### src/rtl/prbs_stream_scheduler_pkg.sv
`default_nettype none
// ============================================================================
// Module      : prbs_stream_scheduler_pkg
// Description : Shared encodings for the PRBS/data readout scheduler: mode
//               codes, output source codes, default orbit length and filler
//               word, FSM state type and small mode-decode helpers.
// Revision    : 1.0 - initial release
// ============================================================================
package prbs_stream_scheduler_pkg;

    // Requested / applied mode encodings
    localparam logic [1:0] c_MODE_OFF  = 2'b00;
    localparam logic [1:0] c_MODE_PRBS = 2'b01;
    localparam logic [1:0] c_MODE_DATA = 2'b10;
    localparam logic [1:0] c_MODE_MIX  = 2'b11;

    // word_src encodings
    localparam logic [1:0] c_SRC_NONE   = 2'b00;
    localparam logic [1:0] c_SRC_PRBS   = 2'b01;
    localparam logic [1:0] c_SRC_DATA   = 2'b10;
    localparam logic [1:0] c_SRC_FILLER = 2'b11;

    // Defaults
    localparam int          c_ORBIT_LEN_DEF = 3564;
    localparam logic [15:0] c_FILLER_DEF    = 16'h3C5C;

    typedef enum logic [1:0] {
        ST_OFF = 2'd0,
        ST_ARM = 2'd1,
        ST_RUN = 2'd2
    } state_t;

    // Modes in which the generator word appears on the output, so its BCID
    // must track the local one.
    function automatic logic mode_checks_bcid(input logic [1:0] mode);
        return (mode == c_MODE_PRBS) || (mode == c_MODE_MIX);
    endfunction

    // Modes in which the hit-data path is drained.
    function automatic logic mode_takes_data(input logic [1:0] mode);
        return (mode == c_MODE_DATA) || (mode == c_MODE_MIX);
    endfunction

endpackage
`default_nettype wire

### src/rtl/prbs_stream_scheduler_orbit_counter.sv
`default_nettype none
// ============================================================================
// Module      : prbs_stream_scheduler_orbit_counter
// Description : Local BCID counter wrapping at ORBIT_LEN-1 plus a completed
//               orbit counter. Both clear synchronously on reset or clr.
// Ports       : clk, reset      - clock, synchronous active-high reset
//               clr             - synchronous clear of bcid and orbit_count
//               en              - advance bcid this cycle
//               bcid            - current local BCID
//               orbit_count     - completed orbits, wraps silently
//               wrap            - high on the enabled cycle where bcid is last
// Revision    : 1.0 - initial release
// ============================================================================
module prbs_stream_scheduler_orbit_counter
    import prbs_stream_scheduler_pkg::*;
#(
    parameter int ORBIT_LEN = c_ORBIT_LEN_DEF,
    parameter int BCID_W    = 12,
    parameter int OCNT_W    = 16
) (
    input  logic              clk,
    input  logic              reset,
    input  logic              clr,
    input  logic              en,
    output logic [BCID_W-1:0] bcid,
    output logic [OCNT_W-1:0] orbit_count,
    output logic              wrap
);

    localparam logic [BCID_W-1:0] c_BCID_LAST = BCID_W'(ORBIT_LEN - 1);

    logic [BCID_W-1:0] r_bcid;
    logic [OCNT_W-1:0] r_orbit_count;

    assign wrap        = en && (r_bcid == c_BCID_LAST);
    assign bcid        = r_bcid;
    assign orbit_count = r_orbit_count;

    always_ff @(posedge clk) begin
        if (reset || clr) begin
            r_bcid        <= '0;
            r_orbit_count <= '0;
        end else if (en) begin
            if (wrap) begin
                r_bcid        <= '0;
                r_orbit_count <= r_orbit_count + OCNT_W'(1);
            end else begin
                r_bcid <= r_bcid + BCID_W'(1);
            end
        end
    end

endmodule
`default_nettype wire

### src/rtl/prbs_stream_scheduler.sv
`default_nettype none
// ============================================================================
// Module      : prbs_stream_scheduler
// Description : Shares the serializer word slot between the PRBS generator
//               and the hit-data path. Owns generator disable/restart, keeps
//               a local BCID, and applies mode changes only at orbit wraps.
// Ports       : clk, reset      - 40 MHz clock, synchronous active-high reset
//               mode_cfg        - requested mode (OFF/PRBS/DATA/MIX)
//               prbs_in         - current generator word
//               prbs_bcid       - generator BCID, checked against local bcid
//               prbs_dis        - freezes the generator
//               prbs_restart    - one-cycle generator reseed / BCID zero
//               data_in         - hit-data word
//               data_valid      - hit-data word available
//               data_ready      - hit-data word consumed when also valid
//               word_out        - registered serializer word
//               word_valid      - word_out meaningful
//               word_src        - NONE/PRBS/DATA/FILLER
//               active_mode     - mode currently applied
//               bcid            - local BCID
//               orbit_count     - completed orbits since the last ARM
//               bcid_err        - sticky generator/local BCID mismatch
// Revision    : 1.0 - initial release
// ============================================================================
module prbs_stream_scheduler
    import prbs_stream_scheduler_pkg::*;
#(
    parameter int                ORBIT_LEN = c_ORBIT_LEN_DEF,
    parameter int                BCID_W    = 12,
    parameter int                DATA_W    = 16,
    parameter logic [DATA_W-1:0] FILLER    = DATA_W'(c_FILLER_DEF),
    parameter int                OCNT_W    = 16
) (
    input  logic              clk,
    input  logic              reset,
    input  logic [1:0]        mode_cfg,
    input  logic [DATA_W-1:0] prbs_in,
    input  logic [BCID_W-1:0] prbs_bcid,
    output logic              prbs_dis,
    output logic              prbs_restart,
    input  logic [DATA_W-1:0] data_in,
    input  logic              data_valid,
    output logic              data_ready,
    output logic [DATA_W-1:0] word_out,
    output logic              word_valid,
    output logic [1:0]        word_src,
    output logic [1:0]        active_mode,
    output logic [BCID_W-1:0] bcid,
    output logic [OCNT_W-1:0] orbit_count,
    output logic              bcid_err
);

    state_t            r_state;
    logic [1:0]        r_active_mode;
    logic              r_prbs_dis;
    logic              r_prbs_restart;
    logic [DATA_W-1:0] r_word_out;
    logic              r_word_valid;
    logic [1:0]        r_word_src;
    logic              r_bcid_err;

    logic              w_run;
    logic              w_wrap;
    logic              w_take;
    logic [BCID_W-1:0] w_bcid;
    logic [DATA_W-1:0] w_next_word;
    logic [1:0]        w_next_src;

    assign w_run = (r_state == ST_RUN);

    // ------------------------------------------------------------------------
    // Local BCID / orbit counting; counting only advances in RUN and the ARM
    // cycle zeroes it so it lines up with the generator after restart.
    // ------------------------------------------------------------------------
    prbs_stream_scheduler_orbit_counter #(
        .ORBIT_LEN (ORBIT_LEN),
        .BCID_W    (BCID_W),
        .OCNT_W    (OCNT_W)
    ) u_orbit_counter (
        .clk         (clk),
        .reset       (reset),
        .clr         (r_state == ST_ARM),
        .en          (w_run),
        .bcid        (w_bcid),
        .orbit_count (orbit_count),
        .wrap        (w_wrap)
    );

    // Data is drained only while actually running a data-carrying mode.
    assign data_ready = w_run && mode_takes_data(r_active_mode);
    assign w_take     = data_valid && data_ready;

    // ------------------------------------------------------------------------
    // Word selection for the current cycle; registered below.
    // ------------------------------------------------------------------------
    always_comb begin
        w_next_word = '0;
        w_next_src  = c_SRC_NONE;
        case (r_active_mode)
            c_MODE_PRBS: begin
                w_next_word = prbs_in;
                w_next_src  = c_SRC_PRBS;
            end
            c_MODE_DATA: begin
                w_next_word = w_take ? data_in    : FILLER;
                w_next_src  = w_take ? c_SRC_DATA : c_SRC_FILLER;
            end
            c_MODE_MIX: begin
                w_next_word = w_take ? data_in    : prbs_in;
                w_next_src  = w_take ? c_SRC_DATA : c_SRC_PRBS;
            end
            default: begin
                w_next_word = '0;
                w_next_src  = c_SRC_NONE;
            end
        endcase
    end

    // ------------------------------------------------------------------------
    // Control FSM with registered generator controls and output word.
    // ------------------------------------------------------------------------
    always_ff @(posedge clk) begin
        if (reset) begin
            r_state        <= ST_OFF;
            r_active_mode  <= c_MODE_OFF;
            r_prbs_dis     <= 1'b1;
            r_prbs_restart <= 1'b0;
            r_word_out     <= '0;
            r_word_valid   <= 1'b0;
            r_word_src     <= c_SRC_NONE;
            r_bcid_err     <= 1'b0;
        end else begin
            r_prbs_restart <= 1'b0;
            r_word_valid   <= w_run;
            r_word_out     <= w_run ? w_next_word : '0;
            r_word_src     <= w_run ? w_next_src  : c_SRC_NONE;

            if (w_run && mode_checks_bcid(r_active_mode) && (prbs_bcid != w_bcid)) begin
                r_bcid_err <= 1'b1;
            end

            case (r_state)
                ST_OFF: begin
                    r_prbs_dis <= 1'b1;
                    if (mode_cfg != c_MODE_OFF) begin
                        r_state        <= ST_ARM;
                        r_active_mode  <= mode_cfg;
                        r_prbs_restart <= 1'b1;
                        r_prbs_dis     <= 1'b0;
                    end
                end
                ST_ARM: begin
                    r_prbs_dis <= 1'b0;
                    r_bcid_err <= 1'b0;
                    r_state    <= ST_RUN;
                end
                ST_RUN: begin
                    r_prbs_dis <= 1'b0;
                    // mode_cfg is only looked at on the orbit's last BX
                    if (w_wrap) begin
                        if (mode_cfg == c_MODE_OFF) begin
                            r_state       <= ST_OFF;
                            r_active_mode <= c_MODE_OFF;
                            r_prbs_dis    <= 1'b1;
                        end else if (mode_cfg != r_active_mode) begin
                            r_state        <= ST_ARM;
                            r_active_mode  <= mode_cfg;
                            r_prbs_restart <= 1'b1;
                        end
                    end
                end
                default: begin
                    r_state    <= ST_OFF;
                    r_prbs_dis <= 1'b1;
                end
            endcase
        end
    end

    assign prbs_dis     = r_prbs_dis;
    assign prbs_restart = r_prbs_restart;
    assign word_out     = r_word_out;
    assign word_valid   = r_word_valid;
    assign word_src     = r_word_src;
    assign active_mode  = r_active_mode;
    assign bcid         = w_bcid;
    assign bcid_err     = r_bcid_err;

endmodule
`default_nettype wire

### config.mk
export PLATFORM = sky130hd
export DESIGN_NAME = prbs_stream_scheduler
export DESIGN_NICKNAME = d
export VERILOG_FILES = /design/src/rtl/prbs_stream_scheduler_pkg.sv /design/src/rtl/prbs_stream_scheduler_orbit_counter.sv /design/src/rtl/prbs_stream_scheduler.sv
export SDC_FILE = /design/constraint.sdc
export NUM_CORES = 1
export LEC_CHECK = 0
export ABC_CLOCK_PERIOD_IN_PS = 2250
export CORE_MARGIN = 2
export CORE_UTILIZATION = 44
export DETAILED_ROUTE_END_ITERATION = 12
export PLACE_DENSITY = 0.84
export SKIP_LAST_GASP = 1
export SYNTH_ARGS = -nofsm -noshare
export SYNTH_HDL_FRONTEND = slang
export SYNTH_SLANG_ARGS = --single-unit
### constraint.sdc
create_clock -name clk -period 2.25 [get_ports clk]
set_clock_uncertainty 0.15 [all_clocks]
set_input_delay 0.3375 -clock clk [delete_from_list [all_inputs] [get_ports clk]]
set_output_delay 0.3375 -clock clk [all_outputs]
set_load 0.1 [all_outputs]
==> job_summary.md, run 1 <==
### Flow metrics

| Metric | Value |
|---|---|
| Commonest Layout Cell | `buf_4` |
| CTS Hold Bufs | `0` |
| # diodes | `0` |
| Synthesized cell area | `0.002614 mm²` |
| #MultiIn Comb | `228` |
| Post-synth EDFFs | `0` |
| R2r setup slk | `approximately 0.18 ns` |
| Die width | `about 81 µm` |
| Period utilization | `91.94%` |
| Register area | `approximately 0.0011 mm²` |
| Cells after Synth | `about 300` |
| Die area | `0.006573 mm²` |
| Initial antenna violation count | `0` |
| CTS Root Cell | `clkbuf_8` |
| FMAX | `483.4 MHz` |
| R2R cell count | `5` |
| Post-route cell area | `between 0.003 and 0.004 mm²` |
| Slew @ Worst Pin | `roughly 0.6 ns` |
| Post-Synth XOR/XNOR Area | `a little under 8%` |
| Distinct lib cells | `between 40 and 50` |
| End-of-flow core utilization | `64.07%` |
| Final Max Tran Viols | `0` |
| DRT iter0 DRCs | `92` |
| Core Footprint | `slightly below 0.006 mm²` |
| Routed Wire Length | `between 6 and 7 mm` |
| Grt met3 use | `3.000%` |
| Met1 Routed Length | `2.896 mm` |
| Gate Area | `~0.0014 mm²` |
| Top Layout Cells | `buf_4 (60), clkdlybuf4s50_1 (48), dfxtp_1 (35)` |
| Worst-path fanout max | `8` |
| Most frequent cells after synthesis | `dfxtp_1 (54), a21oi_1 (30), nand2_1 (30)` |
| Total power | `1965 µW` |
| Combinational share of cell area | `between 30% and 40%` |
| Drt pass-1 iters | `5` |
| Fin nets | `approximately 460` |
| Aggregate global routing overflow | `0` |
| Reg power frac | `roughly half` |
| Synth Seq Share | `roughly two fifths` |
| Num Clock Sinks | `approximately 54` |
| Number of H-tree levels | `2` |
| TritonCTS clock tree | `done` |
| Cell taking the most area after synthesis | `dfxtp_1` |
| Cell family with most CP delay | `simple AND/OR/NAND/NOR gates` |
| DR WL met3 | `~260 µm` |
| Met2 WL | `between 3 and 4 mm` |
| Vias per cell | `5.363` |
| Seq cells post-synth | `around 54` |
| Pleak | `about 0.0014 µW` |
| N_taps | `roughly 75` |
| Worst slack, placed | `0.1346 ns` |
| Hold-critical path depth | `2` |
| Non-clock buffering overhead | `a little over a quarter` |
| DRC | `0` |
| CTS Buffer Depth | `2` |
| Top cell area share | `41.36%` |
| Leading cell type by number of instances after synthesis | `dfxtp_1` |
| Vias | `around 2,600` |
| Slowest stage cell on the critical path | `or4_1` |
| Pwr dens | `~530 mW/mm²` |
| FFs w/ async S/R, synth | `0%` |
| Worst setup margin | `roughly 0.18 ns` |
| Area fraction in mux cells | `around 2.7%` |
| Post-detail-place hpwl | `5.260 mm` |
| Switching pwr | `~570 µW` |
| Internal power | `between 1000 and 1500 µW` |
| Worst-path clk slew | `about 0.1 ns` |
| Worst-Skew Late Latency | `~0.30 ns` |
| Top area cell types | `dfxtp_1 (41%), a21oi_1 (5.7%), xnor2_1 (5.4%), nand2_1 (4.3%), nor2_1 (3.9%)` |
| Maximum VDD drop | `0.4910 mV` |
| Final setup violation count | `0` |
| GR Util All Layers | `about 21%` |
| Fraction of area in registers | `29.79%` |
| GR met2 Demand/Resource | `a little over a third` |
| Post-Place Cells | `roughly 470` |
| Yosys warns | `0` |
| Outcome | `complete, no violations` |
| Switching fraction of total power | `between 20% and 30%` |
| Signal buffers | `roughly 110` |
| Mapped Avg Cell Area | `roughly 8.6 µm²` |
| Complex Gates by Area | `14.89%` |
| Commonest flop | `dfxtp_1` |
| Synth Area in Simple Gates | `between 20% and 30%` |
| Syn_nets | `~360` |
| Combinational power share | `20.6%` |
| Placer congestion estimate | `a little over 0.8` |
| # Cells Yosys | `305` |
## run 1: state kept, by name, indices dropped and copies added, names as in the netlist
register and flops:
prbs_restart 1, prbs_dis 1, r_state 2, u_orbit_counter.bcid 12, word_src 2, word_out 16
active_mode 2, u_orbit_counter.orbit_count 16, word_valid 1, bcid_err 1
## run 1: path summary, 6_finish.rpt
check	start	end
max	u_orbit_counter.bcid[0]	u_orbit_counter.orbit_count[6]
min	bcid_err	bcid_err
min reg2reg	bcid_err	bcid_err
max reg2reg	u_orbit_counter.bcid[0]	u_orbit_counter.orbit_count[6]
## run 1: power by group through the flow
stage	Combinational, µW	Clock (µW)	Sequential (µW)
2_1_floorplan	146	0	1120
3_3_place_gp	399	0	1020
3_5_place_dp	405	0	1030
4_1_cts	406	576	1000
5_1_grt	430	620	1010
6_report	405	556	1000
Figure 1. Wires at chosen ports, followed through buffers (run 1).
Scale bar: 20 µm.
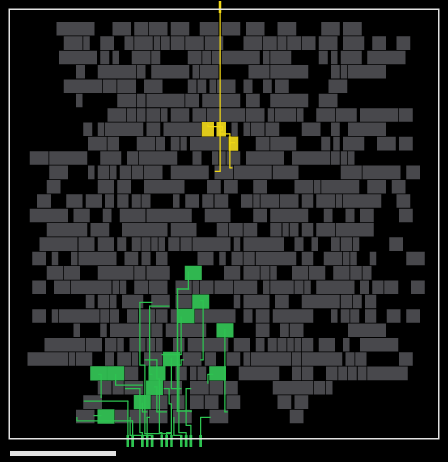
Key: green = prbs_bcid [bits 12, direction input, edge south, end cells 12, buffers 12, wire 274 µm]; yellow = data_valid [bits 1, direction input, edge north, end cells 3, buffers 1, wire 46.2 µm]

Figure 2. Supply network (run 1).
Scale bar: 20 µm. Pins as bars on the die edge.
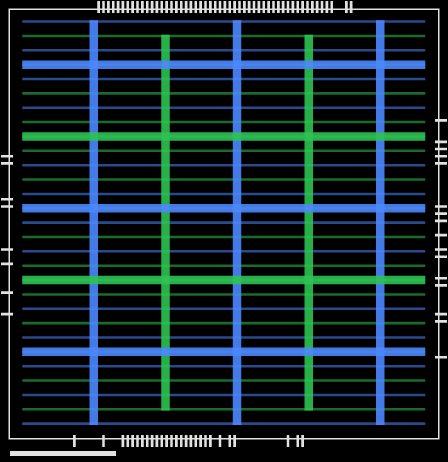
Key: blue = VSS; green = VDD
5 straps on met5. 29 met1 rails follow the rows. 5 straps on met4. 102 signal pins sit on the boundary.

Figure 3. Routing congestion map (run 1).
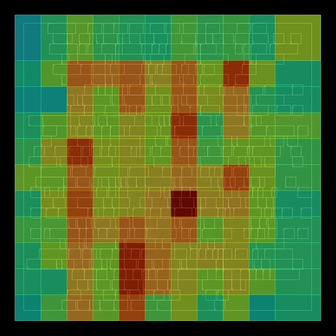
grt peak-use layer: met2
routed len/inst: 14.07 µm
met1 usage: 26.97%

Figure 4. Cells colored by class (run 1).
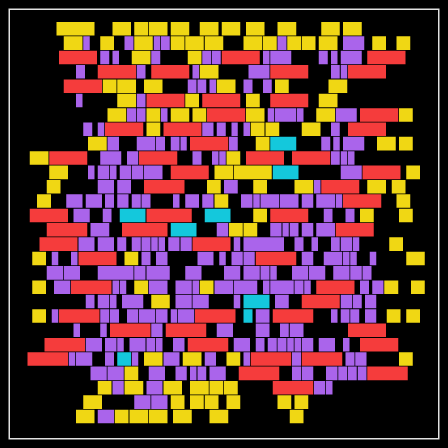

==> run 2: changes to the inputs <==
- PLACE_DENSITY: 0.84 -> 0.81
Figure 5. Cells colored by class (run 2).
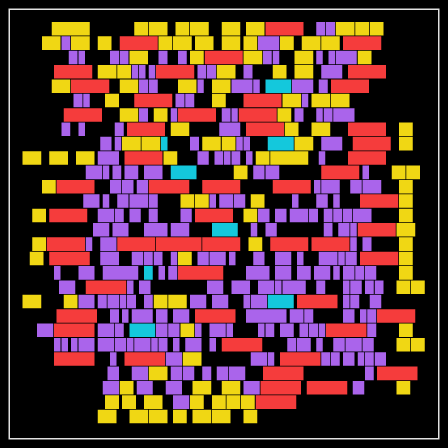
Key: red = flip-flops [cells 54]; yellow = other buffers and delay cells [cells 109]; purple = all other logic [cells 233]; cyan = clock drivers and dummy loads [cells 8]

Figure 6. Local utilization (run 2).
Scale bar: 20 µm. The die is cut into 8 by 8 equal tiles; black is low, pale yellow is high, 0 to 100% covered.
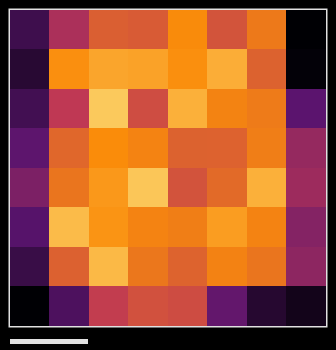
4.7% of the tiles are nearly empty. 22% of the tiles are over 75% full. The mean over all tiles is 55%. The fullest tile reaches 88%.

==> job_summary.md, run 2 <==
### Flow metrics

| Metric | Value |
|---|---|
| Seq cells post-synth | `54 (unchanged)` |
| Cell taking the most area after synthesis | `dfxtp_1` |
| Pwr dens | `529.5 mW/mm² (+0.42%)` |
| Final Max Tran Viols | `0 (unchanged)` |
| Maximum VDD drop | `0.3099 mV (-37%)` |
| Post-detail-place hpwl | `5.174 mm (-1.6%)` |
| Vias | `2,598 (+0.93%)` |
| Top Layout Cells | `buf_4 (59), clkdlybuf4s50_1 (48), dfxtp_1 (35)` |
| FMAX | `485.6 MHz (+0.47%)` |
| Die width | `81.08 µm (unchanged)` |
| Drt pass-1 iters | `4 (-1)` |
| Switching pwr | `575.7 µW (+0.60%)` |
| Aggregate global routing overflow | `0 (unchanged)` |
| Post-synth EDFFs | `0 (unchanged)` |
| Slew @ Worst Pin | `0.6772 ns (+0.05877 ns)` |
| Comb pwr | `405 µW (about the same)` |
| Vias per cell | `5.424 (+1.1%)` |
| Synth Seq Share | `41.36% (unchanged)` |
| Commonest flop | `dfxtp_1` |
| Reg power frac | `50.9% (-0.2 points)` |
| DRT iter0 DRCs | `105 (+14%)` |
| Worst slack, placed | `0.1247 ns (-0.009952 ns)` |
| Die area | `0.006573 mm² (unchanged)` |
| Number of H-tree levels | `2 (unchanged)` |
| # Cells Yosys | `305 (unchanged)` |
| FFs w/ async S/R, synth | `0% (unchanged)` |
| R2r endpoint | `u_orbit_counter.orbit_count[6]` |
| Leading cell type by number of instances after synthesis | `dfxtp_1` |
| GR Util All Layers | `20.87% (+0.23 points)` |
| Fin nets | `454 (-0.22%)` |
| Routed Wire Length | `6.805 mm (+0.74%)` |
| Post-route cell area | `0.003715 mm² (-0.30%)` |
| Crit path to | `u_orbit_counter.orbit_count[6]` |
| Hold-critical path depth | `2 (unchanged)` |
| Routed len/inst | `14.21 µm (+0.95%)` |
| Initial antenna violation count | `0 (unchanged)` |
| Met1 usage | `27.01% (+0.045 points)` |
| CTS Buffer Depth | `2 (unchanged)` |
| Grt met3 use | `4.000% (+1.0 points)` |
| Most frequent cells after synthesis | `dfxtp_1 (54), a21oi_1 (30), nand2_1 (30)` |
| Top area cell types | `dfxtp_1 (41%), a21oi_1 (5.7%), xnor2_1 (5.4%), nand2_1 (4.3%), nor2_1 (3.9%)` |
| # diodes | `0 (unchanged)` |
| CTS Hold Bufs | `0 (unchanged)` |
| Top cell area share | `41.36% (unchanged)` |
| DRC | `0 (unchanged)` |
| Worst-path clk slew | `0.10 ns (about the same)` |
| Grt peak-use layer | `met2` |
| Outcome | `complete, no violations` |
| Cell family with most CP delay | `simple AND/OR/NAND/NOR gates` |
| Final setup violation count | `0 (unchanged)` |
| R2R cell count | `5 (unchanged)` |
| Num Clock Sinks | `54 (unchanged)` |
| Top pwr grp | `registers` |
| Synthesized cell area | `0.002614 mm² (unchanged)` |
| Pleak | `0.001434 µW (-0.29%)` |
| Beginning of the worst register-to-register path | `u_orbit_counter.bcid[0]` |
| Period utilization | `91.52% (-0.43 points)` |
| GR met2 Demand/Resource | `34.30% (-0.66 points)` |
| CP Launch Point | `u_orbit_counter.bcid[0]` |
| TritonCTS clock tree | `done` |
| Internal power | `1391 µW (about the same)` |
| Core Footprint | `0.005816 mm² (unchanged)` |
| R2r setup slk | `0.19 ns (about the same)` |
| CTS Root Cell | `clkbuf_8` |
| Switching fraction of total power | `29.27% (+0.14 points)` |
-- run 2: cell counts after synthesis --
Identical to the previous run, type by type.
-- run 2: cell type report --
cell class              count  area (µm²)
well taps                  75       93.84
inverters                   5       18.77
flip-flops and latches     54        1110
repair buffers            109       963.4
fillers                   519        2101
multi-input cells         228        1438
clock inverters             1       5.005
clock buffers               7       86.33
-- run 2: logic make-up after synthesis --
kind of cell	share of synthesized area [%]
AND-OR/OR-AND	14.89
XOR/XNOR	7.707
adder cells (fa/ha/maj)	0.9572
buffers and inverters	3.734
flip-flops	41.36
multiplexers	2.681
AND/OR/NAND/NOR	28.67
-- run 2: timing repair --
item / 4_1_cts / 5_1_grt
resized: 0 / 1
endpoints found under the hold margin: 0 / 0
buffers inserted: 0 / 0
setup endpoints to repair: 0 / 6
==> run 3: changes to the inputs <==
- ABC_CLOCK_PERIOD_IN_PS: 2250 -> unset
- CTS_BUF_LIST: unset -> sky130_fd_sc_hd__clkbuf_8 sky130_fd_sc_hd__clkbuf_16
- SKIP_CTS_REPAIR_TIMING: unset -> 1
Figure 7. Wires at chosen ports, followed through buffers (run 3).
Scale bar: 20 µm.
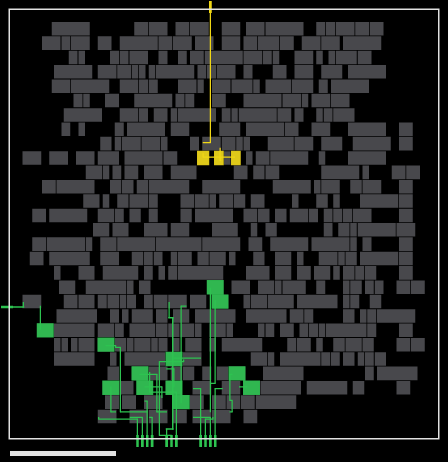
Key: green = prbs_bcid [bits 12, direction input, edge 11 south, 1 west, end cells 12, buffers 12, wire 256 µm]; yellow = data_valid [bits 1, direction input, edge north, end cells 3, buffers 1, wire 36.1 µm]
port bufs: 101
I/O pin count: 102

Figure 8. Local utilization (run 3).
Scale bar: 20 µm. The die is cut into 8 by 8 equal tiles; black is low, pale yellow is high, 0 to 100% covered.
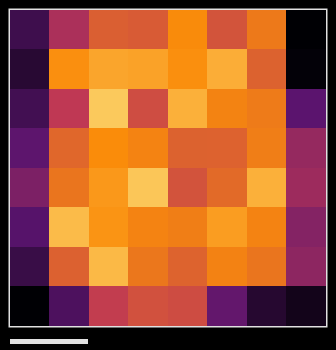
22% of the tiles are over 75% full. The mean over all tiles is 55%. 4.7% of the tiles are nearly empty.
fp util: 44.94%
Core Footprint: 0.005816 mm²
end-of-flow core utilization: 63.88%

==> job_summary.md, run 3 <==
### Flow metrics

| Metric | Value |
|---|---|
| Outcome | `complete, no violations` |
| Fin nets | `454 (unchanged)` |
| DRC | `0 (unchanged)` |
| Switching pwr | `576.0 µW (about the same)` |
| Routed Wire Length | `6.805 mm (unchanged)` |
| # rows | `28` |
| Most frequent cells after synthesis | `dfxtp_1 (54), a21oi_1 (30), nand2_1 (30)` |
| Top Layout Cells | `buf_4 (59), clkdlybuf4s50_1 (48), dfxtp_1 (35)` |
| CTS Root Cell | `clkbuf_8` |
| Beginning of the worst register-to-register path | `u_orbit_counter.bcid[0]` |
| Post-detail-place hpwl | `5.174 mm (unchanged)` |
| Area fraction in mux cells | `2.681% (unchanged)` |
| Cell taking the most area after synthesis | `dfxtp_1` |
| Area reported by Yosys stat | `0.002614 mm²` |
| Synth Seq Share | `41.36% (unchanged)` |
| Final setup violation count | `0 (unchanged)` |
| Commonest Layout Cell | `buf_4` |
| FMAX | `485.6 MHz (unchanged)` |
| Vias | `2,598 (unchanged)` |
| Met1 usage | `27.01% (unchanged)` |
| Switching fraction of total power | `29.34% (+0.078 points)` |
| Period utilization | `91.52% (unchanged)` |
| Stages on worst setup path | `5` |
| # fillers | `519 (unchanged)` |
| WHS | `between 0.3 and 0.4 ns` |
| Reg power frac | `51.0% (about the same)` |
| Grt peak-use layer | `met2` |
| Initial antenna violation count | `0 (unchanged)` |
| Aggregate global routing overflow | `0 (unchanged)` |
| Maximum VDD drop | `0.3099 mV (unchanged)` |
| CTS Buffer Depth | `2 (unchanged)` |
| Top non-seq family | `simple AND/OR/NAND/NOR gates` |
| Grt met3 use | `4.000% (unchanged)` |
| Cell family with most CP delay | `simple AND/OR/NAND/NOR gates` |
| Crit path to | `u_orbit_counter.orbit_count[6]` |
| Worst setup margin | `0.1909 ns` |
| Min Tclk post-route | `a little over 2 ns` |
| Post-route cell area | `0.003715 mm² (unchanged)` |
| Mapped Avg Cell Area | `about 8.6 µm²` |
| Drt pass-1 iters | `4 (unchanged)` |
| R2R cell count | `5 (unchanged)` |
| Worst slack, placed | `0.1247 ns (unchanged)` |
| # Cells Yosys | `305 (unchanged)` |
| Commonest flop | `dfxtp_1` |
| GR Util All Layers | `20.87% (unchanged)` |
| Num Clock Sinks | `54 (unchanged)` |
| Synthesized cell area | `0.002614 mm² (unchanged)` |
| GR met2 Demand/Resource | `34.30% (unchanged)` |
| Number of H-tree levels | `2 (unchanged)` |
| Vias per cell | `5.424 (unchanged)` |
| FFs w/ async S/R, synth | `0% (unchanged)` |
| Slew @ Worst Pin | `0.6772 ns (unchanged)` |
| Hold-critical path depth | `2 (unchanged)` |
| Complex Gates by Area | `14.89% (unchanged)` |
| Pwr dens | `528.4 mW/mm² (-0.21%)` |
| # diodes | `0 (unchanged)` |
| Final Hold Fails | `0` |
| Final Max Tran Viols | `0 (unchanged)` |
| Internal power | `1387 µW (-0.32%)` |
| R2r setup slk | `0.19 ns (about the same)` |
| CP Launch Point | `u_orbit_counter.bcid[0]` |
| ANT nets after route | `0` |
| Area after DPL | `approximately 0.0036 mm²` |
| Top area cell types | `dfxtp_1 (41%), a21oi_1 (5.7%), xnor2_1 (5.4%), nand2_1 (4.3%), nor2_1 (3.9%)` |
| R2r endpoint | `u_orbit_counter.orbit_count[6]` |
| Largest net degree at the start of global routing | `21` |
| Leading cell type by number of instances after synthesis | `dfxtp_1` |
| Pleak | `0.001438 µW (+0.29%)` |
| Post-synth EDFFs | `0 (unchanged)` |
| Post-Synth XOR/XNOR Area | `7.707% (unchanged)` |
| Routed len/inst | `14.21 µm (unchanged)` |
| Seq cells post-synth | `54 (unchanged)` |
| Buf+Inv Stages, Crit Path | `0` |
| DRT iter0 DRCs | `105 (unchanged)` |
| TritonCTS clock tree | `done` |
| Top cell area share | `41.36% (unchanged)` |
| Die width | `81.08 µm (unchanged)` |
| Die area | `0.006573 mm² (unchanged)` |
| Total power | `~2000 µW` |
| Adder-cell share of the synthesized area | `0.9574% (unchanged)` |
==> run 3: final cells by class <==
type / instances / area, µm² / share of cell area (%)
well taps: 75 / 93.84 / 2.526
inverters: 5 / 18.77 / 0.5052
flip-flops and latches: 54 / 1110 / 29.88
clock buffers: 6 / 82.58 / 2.223
clock inverters: 2 / 8.758 / 0.2358
multi-input cells: 228 / 1438 / 38.70
repair buffers: 109 / 963.4 / 25.93
==> run 3: power by group through the flow <==
| stage | logic (µW) | clock network, µW | registers, µW |
|---|---|---|---|
| after CTS | 406 | 572 | 1000 |
| after global routing | 433 | 616 | 1010 |
| final | 405 | 557 | 1000 |
| after detailed placement | 405 | 0 | 1020 |
| after global placement | 399 | 0 | 1020 |
| after floorplan | 146 | 0 | 1120 |
Power and IR drop assume default switching activity.
